===== src/rtl/lb_master.sv =====
// Local-bus initiator: turns one host command into one local-bus transaction and
// returns one response, with a per-transaction timeout so a dead slave cannot stall the host.
module lb_master #(
    parameter int unsigned          LB_DATA_W        = 32,
    parameter int unsigned          LB_ADDR_W        = 16,
    parameter int unsigned          TIMEOUT_CYCLES   = 64,
    parameter logic [LB_DATA_W-1:0] DEFAULT_DATA_VAL = 'hdeadbabe,
    parameter int unsigned          TMO_CNT_W        = 16
) (
    input  logic                 clk,
    input  logic                 rst_n,
    input  logic                 cmd_valid,
    output logic                 cmd_ready,
    input  logic                 cmd_wr,
    input  logic [LB_ADDR_W-1:0] cmd_addr,
    input  logic [LB_DATA_W-1:0] cmd_wdata,
    output logic                 rsp_valid,
    input  logic                 rsp_ready,
    output logic [LB_DATA_W-1:0] rsp_data,
    output logic                 rsp_timeout,
    output logic                 lb_wr_en,
    output logic                 lb_rd_en,
    output logic [LB_ADDR_W-1:0] lb_addr,
    output logic [LB_DATA_W-1:0] lb_wr_data,
    input  logic                 lb_wr_valid,
    input  logic                 lb_rd_valid,
    input  logic [LB_DATA_W-1:0] lb_rd_data,
    output logic [TMO_CNT_W-1:0] tmo_cnt
);

    localparam int unsigned CNT_W = (TIMEOUT_CYCLES > 2) ? $clog2(TIMEOUT_CYCLES) : 1;
    localparam logic [CNT_W-1:0] CNT_LAST = CNT_W'(TIMEOUT_CYCLES - 1);

    typedef enum logic [1:0] {IDLE, ISSUE, WAIT, RESP} state_t;

    state_t                 state_q, state_d;
    logic                   is_wr_q, is_wr_d;
    logic [CNT_W-1:0]       cnt_q, cnt_d;
    logic                   cmd_ready_d;
    logic                   rsp_valid_d;
    logic [LB_DATA_W-1:0]   rsp_data_d;
    logic                   rsp_timeout_d;
    logic                   lb_wr_en_d, lb_rd_en_d;
    logic [LB_ADDR_W-1:0]   lb_addr_d;
    logic [LB_DATA_W-1:0]   lb_wr_data_d;
    logic [TMO_CNT_W-1:0]   tmo_cnt_d;
    logic                   hit_c;

    // Only the valid matching the latched direction counts as an acknowledge.
    assign hit_c = is_wr_q ? lb_wr_valid : lb_rd_valid;

    // Next-state and next-output logic.
    always_comb begin
        state_d       = state_q;
        is_wr_d       = is_wr_q;
        cnt_d         = cnt_q;
        cmd_ready_d   = cmd_ready;
        rsp_valid_d   = rsp_valid;
        rsp_data_d    = rsp_data;
        rsp_timeout_d = rsp_timeout;
        lb_wr_en_d    = 1'b0;
        lb_rd_en_d    = 1'b0;
        lb_addr_d     = lb_addr;
        lb_wr_data_d  = lb_wr_data;
        tmo_cnt_d     = tmo_cnt;

        case (state_q)
            IDLE: begin
                if (cmd_valid && cmd_ready) begin
                    is_wr_d      = cmd_wr;
                    lb_addr_d    = cmd_addr;
                    lb_wr_data_d = cmd_wdata;
                    lb_wr_en_d   = cmd_wr;
                    lb_rd_en_d   = !cmd_wr;
                    cmd_ready_d  = 1'b0;
                    cnt_d        = '0;
                    state_d      = ISSUE;
                end
            end
            // The enable cycle is the first cycle of the timeout window.
            ISSUE, WAIT: begin
                if (hit_c) begin
                    rsp_valid_d   = 1'b1;
                    rsp_timeout_d = 1'b0;
                    rsp_data_d    = is_wr_q ? '0 : lb_rd_data;
                    state_d       = RESP;
                end else if (cnt_q == CNT_LAST) begin
                    rsp_valid_d   = 1'b1;
                    rsp_timeout_d = 1'b1;
                    rsp_data_d    = is_wr_q ? '0 : DEFAULT_DATA_VAL;
                    tmo_cnt_d     = (&tmo_cnt) ? tmo_cnt : tmo_cnt + TMO_CNT_W'(1);
                    state_d       = RESP;
                end else begin
                    cnt_d   = cnt_q + CNT_W'(1);
                    state_d = WAIT;
                end
            end
            RESP: begin
                if (rsp_ready) begin
                    rsp_valid_d = 1'b0;
                    cmd_ready_d = 1'b1;
                    state_d     = IDLE;
                end
            end
            default: begin
                state_d = IDLE;
            end
        endcase
    end

    // State and output registers.
    always_ff @(posedge clk or negedge rst_n) begin
        if (!rst_n) begin
            state_q     <= IDLE;
            is_wr_q     <= 1'b0;
            cnt_q       <= '0;
            cmd_ready   <= 1'b1;
            rsp_valid   <= 1'b0;
            rsp_data    <= '0;
            rsp_timeout <= 1'b0;
            lb_wr_en    <= 1'b0;
            lb_rd_en    <= 1'b0;
            lb_addr     <= '0;
            lb_wr_data  <= '0;
            tmo_cnt     <= '0;
        end else begin
            state_q     <= state_d;
            is_wr_q     <= is_wr_d;
            cnt_q       <= cnt_d;
            cmd_ready   <= cmd_ready_d;
            rsp_valid   <= rsp_valid_d;
            rsp_data    <= rsp_data_d;
            rsp_timeout <= rsp_timeout_d;
            lb_wr_en    <= lb_wr_en_d;
            lb_rd_en    <= lb_rd_en_d;
            lb_addr     <= lb_addr_d;
            lb_wr_data  <= lb_wr_data_d;
            tmo_cnt     <= tmo_cnt_d;
        end
    end

endmodule


===== config.mk =====
export PLATFORM = sky130hd
export DESIGN_NAME = lb_master
export DESIGN_NICKNAME = d
export VERILOG_FILES = /design/src/rtl/lb_master.sv
export SDC_FILE = /design/constraint.sdc
export NUM_CORES = 1
export LEC_CHECK = 0
export CAP_MARGIN = 5
export CELL_PAD_IN_SITES_DETAIL_PLACEMENT = 0
export CELL_PAD_IN_SITES_GLOBAL_PLACEMENT = 2
export CORE_UTILIZATION = 27
export CTS_BUF_LIST = sky130_fd_sc_hd__clkbuf_2 sky130_fd_sc_hd__clkbuf_4 sky130_fd_sc_hd__clkbuf_8
export DETAILED_ROUTE_END_ITERATION = 7
export GPL_TIMING_DRIVEN = 0
export PLACE_DENSITY = 0.83
export SLEW_MARGIN = 15
export SYNTH_ARGS = -nofsm -noshare
export SYNTH_HDL_FRONTEND = slang
export SYNTH_SLANG_ARGS = --single-unit

===== constraint.sdc =====
create_clock -name clk -period 2.45 [get_ports clk]
set_input_delay 0.49 -clock clk [delete_from_list [all_inputs] [get_ports clk]]
set_output_delay 0.49 -clock clk [all_outputs]
set_load 0.01 [all_outputs]

**Layout detail**

Window x 54 to 79, y 27 to 52 um. Cells in grey, sequential cells in the stronger grey; small squares are vias.
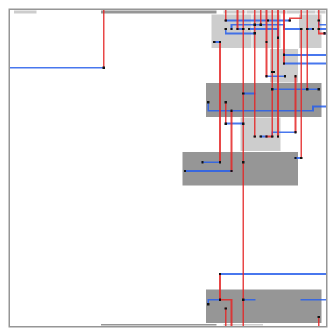
M2 -> red
M1 -> blue
most frequent = dfrtp_1 (3), and3_1 (2), a211o_1 (2)
cells with their middle in the window = 8
netlist names of flops here include = cnt_q (2), tmo_cnt (1)
sequential cells in the window = 3

**Gate families picked out**

(2 px per um)
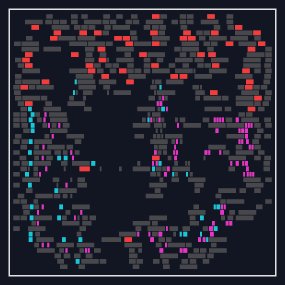
nand cells -> magenta  # cells 88
nor cells -> cyan  # cells 40
mux cells -> red  # cells 51, where a band across the top

==> notes.md <==
run results: most frequent cells in the layout=clkdlybuf4s50_1, dfrtp_1, nand2_1, ys cells=roughly 390, worst hold path class=primary input to asynchronous set/reset pin, Sw Share=0.241, CP Cell Sequence=clkdlybuf4s50_1 -> mux2_4 -> or3_4 -> or4_4 -> nor2_2 -> xor2_1, pre-CTS WS=-0.430 ns, Synth top cell by count=dfrtp_1, Root Buffer=clkbuf_8, Dominant cell area share=0.594, share of cells above drive strength 1=0.135, Post-Route WL=about 12000 um, post-cts hold buffer count=0, area of the die=0.0175 mm^2, floorplan utilization=0.277, RSZ-0062 raised after global routing=false, worst-skew pair later-pin latency=approximately 0.38 ns, RR Endpoint=tmo_cnt[12]$_DFFE_PN0P_, All-Layer GR Usage=0.143, DP Wirelength=just under 9000 um, peak supply drop=~0.26 mV, combinational share of power=0.071, status=complete, no violations, DR DRC count=0, yosys aoi share=0.0678, family with the most delay on the worst path=simple AND/OR/NAND/NOR gates, Power Sequential=1.82 mW, Signal buf overhead=0.285
Power figures rest on the tool's default switching activity, not on a simulated workload.
